===== config.mk =====
export PLATFORM = sky130hd
export DESIGN_NAME = delay_sched
export DESIGN_NICKNAME = d
export VERILOG_FILES = /design/src/rtl/delay_sched.sv
export SDC_FILE = /design/constraint.sdc
export NUM_CORES = 1
export LEC_CHECK = 0
export CORE_MARGIN = 2
export CORE_UTILIZATION = 30
export DETAILED_ROUTE_END_ITERATION = 8
export GPL_ROUTABILITY_DRIVEN = 1
export GPL_TIMING_DRIVEN = 0
export PLACE_DENSITY = 0.52
export SLEW_MARGIN = 5
export SYNTH_ARGS = -nofsm -noshare
export SYNTH_HDL_FRONTEND = slang
export SYNTH_SLANG_ARGS = --single-unit

===== constraint.sdc =====
create_clock -name clk -period 6.2 [get_ports clk]
set_clock_uncertainty 0.05 [all_clocks]
set_input_delay 0.62 -clock clk [delete_from_list [all_inputs] [get_ports clk]]
set_output_delay 0.62 -clock clk [all_outputs]
set_load 0.05 [all_outputs]

===== src/rtl/delay_sched.sv =====
// -----------------------------------------------------------------------------
// delay_sched
//
// Steps an external delay-calculation engine through every enabled transducer
// channel for one focal point (x_f, z_f). Each returned delay is clamped to
// the delay-line range. Optionally every delay is made relative to the
// smallest enabled delay. The finished set is then published in one step
// through a shadow/active double-buffered bank that feeds the sample_delay
// array.
//
// Ports
//   clk          rising-edge clock
//   reset        asynchronous, active-low reset
//   start        request a new focal-point run (honoured only when idle)
//   x_f, z_f     focal coordinates, latched on an accepted start
//   ch_mask      channel enables (bit i = channel i), latched on start
//   rel_mode     1 = subtract minimum enabled delay, latched on start
//   calc_start   one-cycle request pulse to the delay engine
//   calc_ch      channel the engine is working on (held until calc_done)
//   calc_x_f/z_f latched focal coordinates presented to the engine
//   calc_done    single-cycle engine result strobe
//   calc_delay   engine result, one extra MSB to flag overflow
//   delay_flat   active delay bank, channel i at [(i+1)*DELAY_WIDTH-1 -: DELAY_WIDTH]
//   busy         high from an accepted start until the FSM is idle again
//   ready        one-cycle pulse in the cycle a new bank becomes visible
//   clamp_flag   sticky: some result in this run was clamped
//   timeout_err  sticky: the last run was abandoned on an engine timeout
//
// DELAY_WIDTH must equal $clog2(MAX_DELAY). NUM_CHANNELS must be at least 2.
// -----------------------------------------------------------------------------
module delay_sched #(
    parameter int NUM_CHANNELS = 16,
    parameter int COORD_WIDTH  = 16,
    parameter int MAX_DELAY    = 256,
    parameter int DELAY_WIDTH  = 8,
    parameter int TIMEOUT      = 64
) (
    input  logic                                clk,
    input  logic                                reset,
    input  logic                                start,
    input  logic [COORD_WIDTH-1:0]              x_f,
    input  logic [COORD_WIDTH-1:0]              z_f,
    input  logic [NUM_CHANNELS-1:0]             ch_mask,
    input  logic                                rel_mode,
    output logic                                calc_start,
    output logic [$clog2(NUM_CHANNELS)-1:0]     calc_ch,
    output logic [COORD_WIDTH-1:0]              calc_x_f,
    output logic [COORD_WIDTH-1:0]              calc_z_f,
    input  logic                                calc_done,
    input  logic [DELAY_WIDTH:0]                calc_delay,
    output logic [NUM_CHANNELS*DELAY_WIDTH-1:0] delay_flat,
    output logic                                busy,
    output logic                                ready,
    output logic                                clamp_flag,
    output logic                                timeout_err
);

    localparam int CH_W   = $clog2(NUM_CHANNELS);
    localparam int CNT_W  = $clog2(TIMEOUT + 1);
    localparam int BANK_W = NUM_CHANNELS * DELAY_WIDTH;

    localparam logic [DELAY_WIDTH-1:0] DELAY_MAX = DELAY_WIDTH'(MAX_DELAY - 1);
    localparam logic [CH_W-1:0]        LAST_CH   = CH_W'(NUM_CHANNELS - 1);
    localparam logic [CNT_W-1:0]       CNT_LAST  = CNT_W'(TIMEOUT - 1);

    typedef enum logic [2:0] {
        S_IDLE   = 3'd0,
        S_ISSUE  = 3'd1,
        S_WAIT   = 3'd2,
        S_STORE  = 3'd3,
        S_NEXT   = 3'd4,
        S_ADJUST = 3'd5,
        S_SWAP   = 3'd6
    } state_t;

    // Saturate a raw engine result into the legal delay-line range.
    function automatic logic [DELAY_WIDTH-1:0] clamp_delay(input logic [DELAY_WIDTH:0] raw);
        logic [DELAY_WIDTH-1:0] res;
        if (raw > {1'b0, DELAY_MAX}) begin
            res = DELAY_MAX;
        end else begin
            res = raw[DELAY_WIDTH-1:0];
        end
        return res;
    endfunction

    // Registered state
    state_t                   state_q;
    logic [CH_W-1:0]          idx_q;
    logic [CNT_W-1:0]         wait_cnt_q;
    logic [DELAY_WIDTH:0]     result_q;
    logic [DELAY_WIDTH-1:0]   min_q;
    logic [NUM_CHANNELS-1:0]  mask_q;
    logic                     rel_q;
    logic [COORD_WIDTH-1:0]   x_q;
    logic [COORD_WIDTH-1:0]   z_q;
    logic [DELAY_WIDTH-1:0]   shadow_q [NUM_CHANNELS];
    logic [BANK_W-1:0]        delay_flat_q;
    logic                     calc_start_q;
    logic                     busy_q;
    logic                     ready_q;
    logic                     clamp_q;
    logic                     timeout_q;

    // Combinational helpers
    logic [DELAY_WIDTH-1:0]   stored_s;
    logic                     clamp_hit_s;
    logic [DELAY_WIDTH-1:0]   min_next_s;
    logic [CH_W-1:0]          idx_inc_s;
    logic [DELAY_WIDTH-1:0]   adjust_s [NUM_CHANNELS];
    logic [BANK_W-1:0]        shadow_flat_s;
    logic [BANK_W-1:0]        adjust_flat_s;

    // Clamp the captured result and fold it into the running minimum.
    always_comb begin
        stored_s    = clamp_delay(result_q);
        clamp_hit_s = (result_q > {1'b0, DELAY_MAX});
        if (stored_s < min_q) begin
            min_next_s = stored_s;
        end else begin
            min_next_s = min_q;
        end
        idx_inc_s = idx_q + {{(CH_W-1){1'b0}}, 1'b1};
    end

    // Relative-mode view of the shadow bank plus packed forms for publishing.
    always_comb begin
        for (int i = 0; i < NUM_CHANNELS; i++) begin
            // Disabled entries are zero and must stay zero, so only enabled
            // entries are offset; min never exceeds any enabled entry.
            if (mask_q[i]) begin
                adjust_s[i] = shadow_q[i] - min_q;
            end else begin
                adjust_s[i] = shadow_q[i];
            end
            shadow_flat_s[i*DELAY_WIDTH +: DELAY_WIDTH] = shadow_q[i];
            adjust_flat_s[i*DELAY_WIDTH +: DELAY_WIDTH] = adjust_s[i];
        end
    end

    // Sequencer FSM with all datapath registers and registered outputs.
    always_ff @(posedge clk or negedge reset) begin
        if (!reset) begin
            state_q      <= S_IDLE;
            idx_q        <= {CH_W{1'b0}};
            wait_cnt_q   <= {CNT_W{1'b0}};
            result_q     <= {(DELAY_WIDTH+1){1'b0}};
            min_q        <= DELAY_MAX;
            mask_q       <= {NUM_CHANNELS{1'b0}};
            rel_q        <= 1'b0;
            x_q          <= {COORD_WIDTH{1'b0}};
            z_q          <= {COORD_WIDTH{1'b0}};
            delay_flat_q <= {BANK_W{1'b0}};
            calc_start_q <= 1'b0;
            busy_q       <= 1'b0;
            ready_q      <= 1'b0;
            clamp_q      <= 1'b0;
            timeout_q    <= 1'b0;
            for (int i = 0; i < NUM_CHANNELS; i++) begin
                shadow_q[i] <= {DELAY_WIDTH{1'b0}};
            end
        end else begin
            // Both pulses are asserted only on the edge entering their state.
            calc_start_q <= 1'b0;
            ready_q      <= 1'b0;

            case (state_q)
                S_IDLE: begin
                    if (start) begin
                        x_q          <= x_f;
                        z_q          <= z_f;
                        mask_q       <= ch_mask;
                        rel_q        <= rel_mode;
                        busy_q       <= 1'b1;
                        clamp_q      <= 1'b0;
                        timeout_q    <= 1'b0;
                        idx_q        <= {CH_W{1'b0}};
                        min_q        <= DELAY_MAX;
                        calc_start_q <= ch_mask[0];
                        for (int i = 0; i < NUM_CHANNELS; i++) begin
                            shadow_q[i] <= {DELAY_WIDTH{1'b0}};
                        end
                        state_q      <= S_ISSUE;
                    end else begin
                        state_q <= S_IDLE;
                    end
                end

                S_ISSUE: begin
                    if (mask_q[idx_q]) begin
                        wait_cnt_q <= {CNT_W{1'b0}};
                        state_q    <= S_WAIT;
                    end else begin
                        state_q <= S_NEXT;
                    end
                end

                S_WAIT: begin
                    if (calc_done) begin
                        result_q <= calc_delay;
                        state_q  <= S_STORE;
                    end else if (wait_cnt_q == CNT_LAST) begin
                        // Abandon the run: the active bank is left untouched.
                        timeout_q <= 1'b1;
                        busy_q    <= 1'b0;
                        state_q   <= S_IDLE;
                    end else begin
                        wait_cnt_q <= wait_cnt_q + {{(CNT_W-1){1'b0}}, 1'b1};
                        state_q    <= S_WAIT;
                    end
                end

                S_STORE: begin
                    shadow_q[idx_q] <= stored_s;
                    min_q           <= min_next_s;
                    if (clamp_hit_s) begin
                        clamp_q <= 1'b1;
                    end else begin
                        clamp_q <= clamp_q;
                    end
                    state_q <= S_NEXT;
                end

                S_NEXT: begin
                    if (idx_q == LAST_CH) begin
                        // With nothing enabled the minimum is meaningless,
                        // so normalisation is skipped.
                        if (rel_q && (|mask_q)) begin
                            state_q <= S_ADJUST;
                        end else begin
                            delay_flat_q <= shadow_flat_s;
                            ready_q      <= 1'b1;
                            state_q      <= S_SWAP;
                        end
                    end else begin
                        idx_q        <= idx_inc_s;
                        calc_start_q <= mask_q[idx_inc_s];
                        state_q      <= S_ISSUE;
                    end
                end

                S_ADJUST: begin
                    for (int i = 0; i < NUM_CHANNELS; i++) begin
                        shadow_q[i] <= adjust_s[i];
                    end
                    delay_flat_q <= adjust_flat_s;
                    ready_q      <= 1'b1;
                    state_q      <= S_SWAP;
                end

                S_SWAP: begin
                    // The bank became visible on the edge entering this state,
                    // together with ready; busy drops as we leave.
                    busy_q  <= 1'b0;
                    state_q <= S_IDLE;
                end

                default: begin
                    busy_q  <= 1'b0;
                    state_q <= S_IDLE;
                end
            endcase
        end
    end

    assign calc_start  = calc_start_q;
    assign calc_ch     = idx_q;
    assign calc_x_f    = x_q;
    assign calc_z_f    = z_q;
    assign delay_flat  = delay_flat_q;
    assign busy        = busy_q;
    assign ready       = ready_q;
    assign clamp_flag  = clamp_q;
    assign timeout_err = timeout_q;

endmodule


Figure 1. Cell outlines without signal wires (run 1).
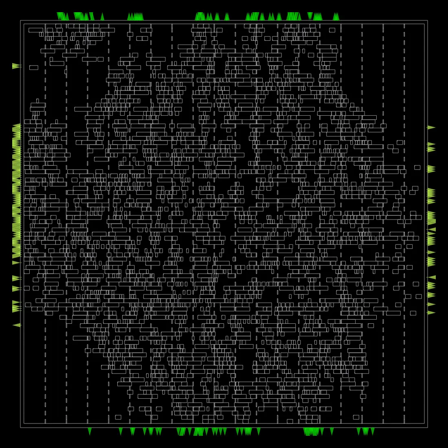
Core Area: 0.0683 mm^2
filler cell count: 6,811
sequential cells: 341
Non-Filler Instances: 3,397
FP Rows: 96

Figure 2. Sequential cells grouped by signal name (run 1).
(2 px per um) Other sequential cells in the stronger grey, the rest of the logic in the fainter grey.
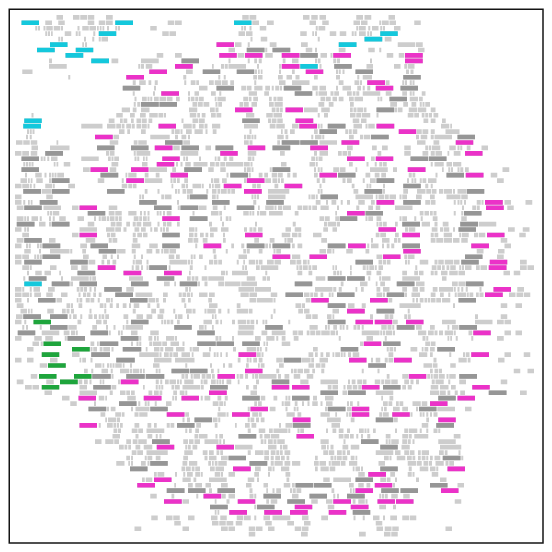
[magenta] `delay_flat` | placed flops: 128
[green] `result_q` | placed flops: 9
[cyan] `calc_x_f` | placed flops: 16
Seq. pwr: 3.62 mW
Seq area share: 33.3%

Figure 3. Metal layers overlaid (run 1).
(1.5 px per um) Only two layers are drawn.
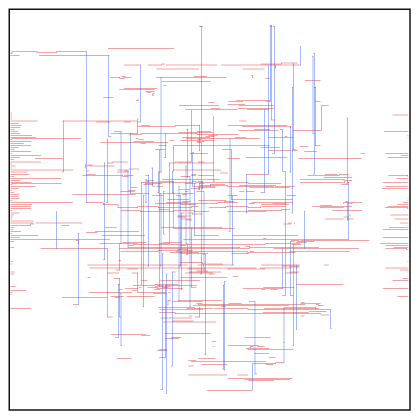
[blue] met4 | wire length: 3,990 um
[red] met3 | wire length: 7,220 um
Post-Route WL: 89,500 um
wire per inst: 26.4 um

Figure 4. I/O nets highlighted (run 1).
(2 px per um)
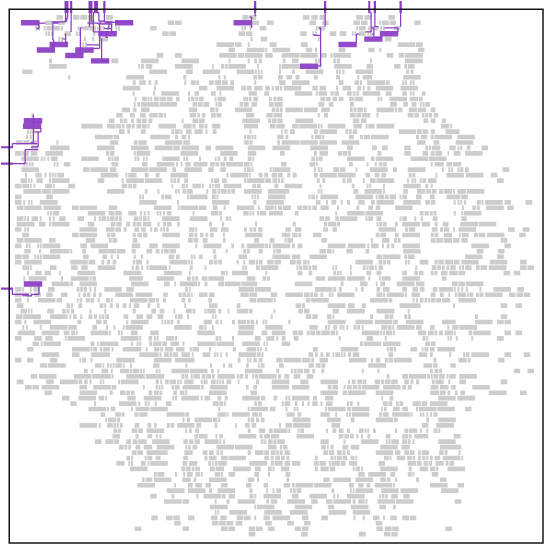
[purple] `calc_x_f` | bits: 16 | direction: output | edge: 13 north, 3 west | end cells: 16 | buffers: 16 | wire: 409 um
I/O Buffers: 230
# IOs: 231

## run 1: cell families (layout without fill, tap and decap cells)
logic type | after synthesis | in the layout | synth area share, %
xor gates and xnor gates | 64 | 64 | 2.72
buffers and inverters | 200 | 514 | 4.20
DFF | 341 | 341 | 41.4
adders and majority gates | 140 | 140 | 9.08
muxes | 50 | 50 | 3.04
and+or+nand+nor | 692 | 692 | 15.2
AOI/OAI and AO/OA | 713 | 713 | 24.3
other | 0 | 1 | 0
## run 1: worst max-delay path, stage by stage (launching register included)
cell	delay (ps)
dfrtp_1	360
clkbuf_1	350
or2_2	180
clkbuf_1	820
buf_1	930
ha_1	390
o21ai_0	80
a31oi_1	70
o21ai_1	170
a21oi_1	120
a2111oi_4	740
mux2i_1	280
## run 1: metrics by stage
step	hold WS [ps]	total power, mW
floorplan	274	7.37
global route	104	13.3
global placement	409	9.94
detailed placement	415	10.0
CTS	53.0	12.7
finish	46.2	12.7
## run 1: layer usage
metal	share of wire, %	vias up
li1	-	8687
met1	43	9653
met2	44	904
met3	8.1	195
met4	4.5	0
met5	0	-
## run 1: sequential cells by signal, summed over array words and instances, names as in the netlist, 7 cells and up
register / flops
result_q: 9
shadow_flat_s: 128
delay_flat: 128
calc_x_f: 16
wait_cnt_q: 7
min_q: 8
mask_q: 16
calc_z_f: 16
## run 1: layout make-up
class,instances,area share (%)
sequential,341,33.3
antenna,1,0.00976
clock buffer,61,4.85
tap,882,4.31
inverter,82,1.20
multi-input combinational,1659,43.8
timing repair buffer,234,9.43
clock inverter,19,0.928
buffer,118,2.18
## run 1: cells in the final DEF, fill, tap and decap left out, types with 13 or more instances in the layout
cell | netlist | layout
dfrtp_1 | 333 | 333
nand2_1 | 314 | 314
clkdlybuf4s50_1 | 0 | 229
nor2_1 | 175 | 175
ha_1 | 124 | 124
o21ai_0 | 105 | 105
o22ai_1 | 88 | 88
a21oi_1 | 83 | 83
a211oi_1 | 75 | 75
inv_1 | 79 | 74
clkbuf_1 | 61 | 69
a221o_1 | 66 | 66
a22oi_1 | 65 | 65
xnor2_1 | 43 | 43
clkbuf_16 | 0 | 43
nor3_1 | 40 | 40
buf_2 | 34 | 34
and3_1 | 33 | 33
o21a_1 | 33 | 33
mux2i_1 | 30 | 30
o21ai_1 | 28 | 28
nor2b_1 | 22 | 22
a21o_1 | 22 | 22
xor2_1 | 21 | 21
nand2b_1 | 19 | 19
nand3_1 | 18 | 18
o21bai_1 | 16 | 16
o211ai_1 | 16 | 16
o221ai_1 | 16 | 16
fa_1 | 16 | 16
a211o_1 | 15 | 15
o31ai_1 | 14 | 14
a31oi_1 | 13 | 13
## run 1: worst paths after layout
check,startpoint,to,slack (ps)
hold reg to reg,calc_x_f[13],calc_x_f[13],420
hold / removal,reset,calc_x_f[8],50
setup / recovery,result_q[8],min_q[1],1570
setup reg to reg,result_q[8],min_q[1],1570
min in group clk,calc_x_f[13],calc_x_f[13],420
max in group asynchronous,reset,delay_flat[73],4730
## run 1: where the power goes
group	switching, mW	internal (mW)
Combinational	4.45	1.99
Clock	1.08	1.61
Sequential	0.685	2.93
Total	6.22	6.53
==> changes_impl.md, run 1 <==
## Flow update

* Status: complete, but fails checks
* Violated checks: max-capacitance violations, max-slew violations
* Tool Warnings at 32
* Setup tns final at 0 ps
* Max Slew Vio Count at 1
* Clock root cell: clkbuf_16
* GR Layer Usage met2 at about two fifths
* Die H at roughly 270 um
* Dpl cells at 3,316
* Syn Std Cell Area at a little over 0.02 mm^2
* Period utilisation layout at 74.7%
* Crit path DAT at 5090 ps
* Largest net degree at the start of global routing at between 100 and 150
* Relative slew slack at -0.0942%
* Clk sinks at between 300 and 400
* Vias/cell at about 5.7
* RSZ-0062 raised after global routing: false
* Final Util at 37.5%
* CTS tree: done
* Final ANT Viol Nets at 0
* Reg clk slew, reported paths at about 60 ps
* Worst setup path category: reg2reg
* Maximum capacitance violations at 1
* Startpoint types: flop
* Max-area cell share at between 40 and 50%
* Design Area, Final at 0.0256 mm^2
--- run 2 (diff from run 1) ---
==> constraint.sdc (replaced) <==
create_clock -name clk -period 4.47 [get_ports clk]
set_clock_uncertainty 0.05 [all_clocks]
set_input_delay 0.447 -clock clk [delete_from_list [all_inputs] [get_ports clk]]
set_output_delay 0.447 -clock clk [all_outputs]
set_load 0.05 [all_outputs]
==> run 2 against run 1 <==
  * The flow now finishes without violations
  * Sequential share of layout area is essentially flat
  * Non-clock buffer count grew 1
  * Core utilization is essentially flat
  * Largest power group unchanged
  * Combinational power rose by 39%
  * Die area is the same
==> changes_impl.md, run 2 <==
## Flow update

* Tool Warnings at 32 (unchanged)
* # IOs at 231 (unchanged)
* WHS Endpoint: mask_q[1]
* Sw Pwr at 8.62 mW (+39%)
* Syn Std Cell Area at 0.0206 mm^2 (unchanged)
* R2R Setup Slk at 130 ps (-1430 ps)
* Filler cell count at 6,808 (-0.044%)
* Most common logic cells in the final layout: dfrtp_1, nand2_1, clkdlybuf4s50_1
* Max Slew Vio Count at 0 (-1)
* Top cell excl fill/tap: dfrtp_1
* Reg clk slew, reported paths at 60 ps (about the same)
* Crit path cell chain: clkbuf_1, nor2_1, clkinvlp_4, buf_1, ha_1, o211ai_1, a21oi_1, a2111oi_4, mux2i_1
* Logic gate share of total power at 50.6% (about the same)
* Final ANT Viol Nets at 0 (unchanged)
* R2r startpoint: result_q[8]
* Maximum capacitance violations at 0 (-1)
* Largest net degree at the start of global routing at 104 (unchanged)
* Core Area at 0.0683 mm^2 (unchanged)
* Reg2reg end: min_q[1]
* Die H at 266 um (unchanged)
* Relative slew slack at 3.15% (+3.2 points)
* Sequential group share of total power at 28.3% (about the same)
* Worst setup path category: reg2reg
* FP Rows at 96 (unchanged)
* Crit path DAT at 4800 ps (-290 ps)
* Post-synthesis cell type count at between 70 and 80
* Startpoint types: flop
* Max-area cell share at 40.4% (unchanged)
* Slowest cell on crit path: a2111oi_4
* Worst path max stage delay at 740 ps (-190 ps)
* Cell-internal power at 9.07 mW (+39%)
* Mean post-synth cell area at between 9 and 10 um^2
* Bufs and invs on worst path at 3 (unchanged)
* Cell family with the largest share of critical-path delay: buffers and inverters
* Tightest hold margin at 326 ps (+280 ps)
* Status: completed
* Vias/cell at 5.75 (+0.49%)
* RSZ-0062 raised after global routing: false
* Total Power at 17.7 mW (+39%)
* Hold Crit Start: ch_mask[1]
* Setup tns final at 0 ps (unchanged)
* CTS tree: done
* Clk sinks at 341 (unchanged)
* I/O Buffers at 230 (unchanged)
[run 2: netlist changes by cell type in the layout (fill, tap and decap cells not counted)]
cell	previous run	this run
clkinv_1	1	0
buf_1	11	10
clkbuf_1	69	68
clkdlybuf4s15_2	0	1
dlygate4sd3_1	0	1
clkbuf_2	1	2
clkinvlp_4	1	2
[run 2: worst min-delay path, delay by kind of cell]
family        cells  cell delay [ps]
buf+inv           1              390
simple gates      2               90
[run 2: final cells by class]
type / count / area share, %
diodes: 1 / 0.00976
plain buffers: 118 / 2.21
clock buffers: 61 / 4.85
clock inverters: 19 / 0.927
inverters: 82 / 1.21
multi-input cells: 1659 / 43.7
flip-flops and latches: 341 / 33.3
well taps: 882 / 4.30
repair buffers: 235 / 9.46
[run 2: layer usage]
layer / up-vias / global-route usage, % / wire length [um]
met1: 9676 / 33.4 / 38200
met2: 984 / 38.6 / 39800
met5: - / 0 / 0
met3: 190 / 5.01 / 7600
met4: 0 / 10.9 / 4020
li1: 8690 / - / -
[run 2: kinds of logic (layout without fill, tap and decap cells)]
| logic type | count (synthesis) | in the layout | share of synthesized area, % |
|---|---|---|---|
| compound gates | 713 | 713 | 24.3 |
| xor+xnor | 64 | 64 | 2.72 |
| fa+ha+maj | 140 | 140 | 9.08 |
| buf+inv | 200 | 515 | 4.20 |
| flops | 341 | 341 | 41.4 |
| mux | 50 | 50 | 3.04 |
| other cells | 0 | 1 | 0 |
| simple gates | 692 | 692 | 15.2 |
[run 2: per-stage QoR]
stage                     worst slack (ps)  instances  utilization, %  area, um^2
after floorplan                       1400       2200               -       20600
after global placement              -12830       3312            35.2       24000
after detailed placement             -74.8       3316            35.3       24100
after CTS                              198       3397            37.5       25600
after global routing                  30.2       3397            37.5       25600
final                                  132       3398            37.5       25600
[run 2: repair_timing]
| item | 4_1_cts | 5_1_grt |
|---|---|---|
| setup endpoints to repair | 8 | 8 |
| hold buffers | 1 | 0 |
| gates resized | 3 | 1 |
| endpoints found under the hold margin | 94 | 0 |
[run 2: how the worst max path moves through the flow]
stage / slack, ps / depth (start not counted) / to
2_1_floorplan: 1400 / 8 / shadow_flat_s[55]
3_3_place_gp: -12830 / 1 / delay_flat[72]
3_5_place_dp: -70 / 11 / min_q[6]
4_1_cts: 200 / 11 / min_q[6]
5_1_grt: 30 / 11 / min_q[1]
6_report: 130 / 9 / min_q[1]
[run 2: power by group through the flow]
stage / logic (mW) / registers [mW] / clock network, mW
2_1_floorplan: 3.34 / 6.89 / 0
3_3_place_gp: 8.74 / 5.05 / 0
3_5_place_dp: 8.84 / 5.05 / 0
4_1_cts: 8.88 / 5.01 / 3.79
5_1_grt: 9.44 / 5.12 / 3.90
6_report: 8.95 / 5.01 / 3.73
Figure 5. I/O nets highlighted (run 2).
(2 px per um)
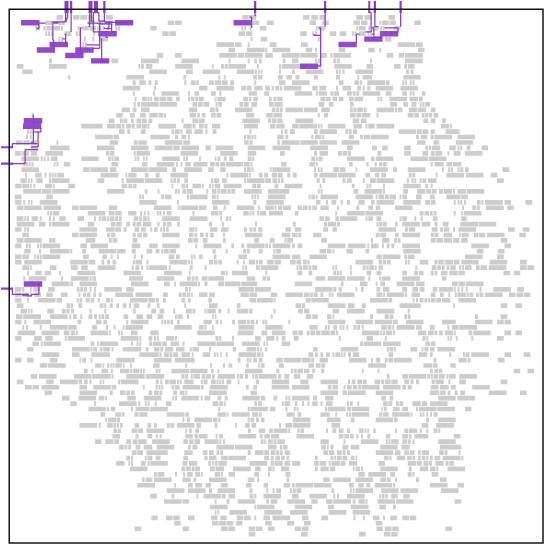
[purple] `calc_x_f` | bits: 16 | direction: output | edge: 13 north, 3 west | end cells: 16 | buffers: 16 | wire: 409 um

Figure 6. Wire density map (run 2).
(1.5 px per um) The die is cut into 27 by 27 equal tiles; dark blue is low, red is high, scaled to the fullest tile. Values are wire area over tile area, all layers added.
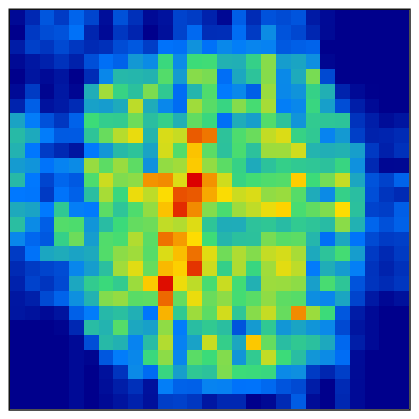
fullest tile: 0.66
mean over tiles: 0.21
tiles over half the peak: 26%
wire per inst: 26.4 um
Post-Route WL: 89,500 um

Power figures rest on the tool's default switching activity, not on a simulated workload.
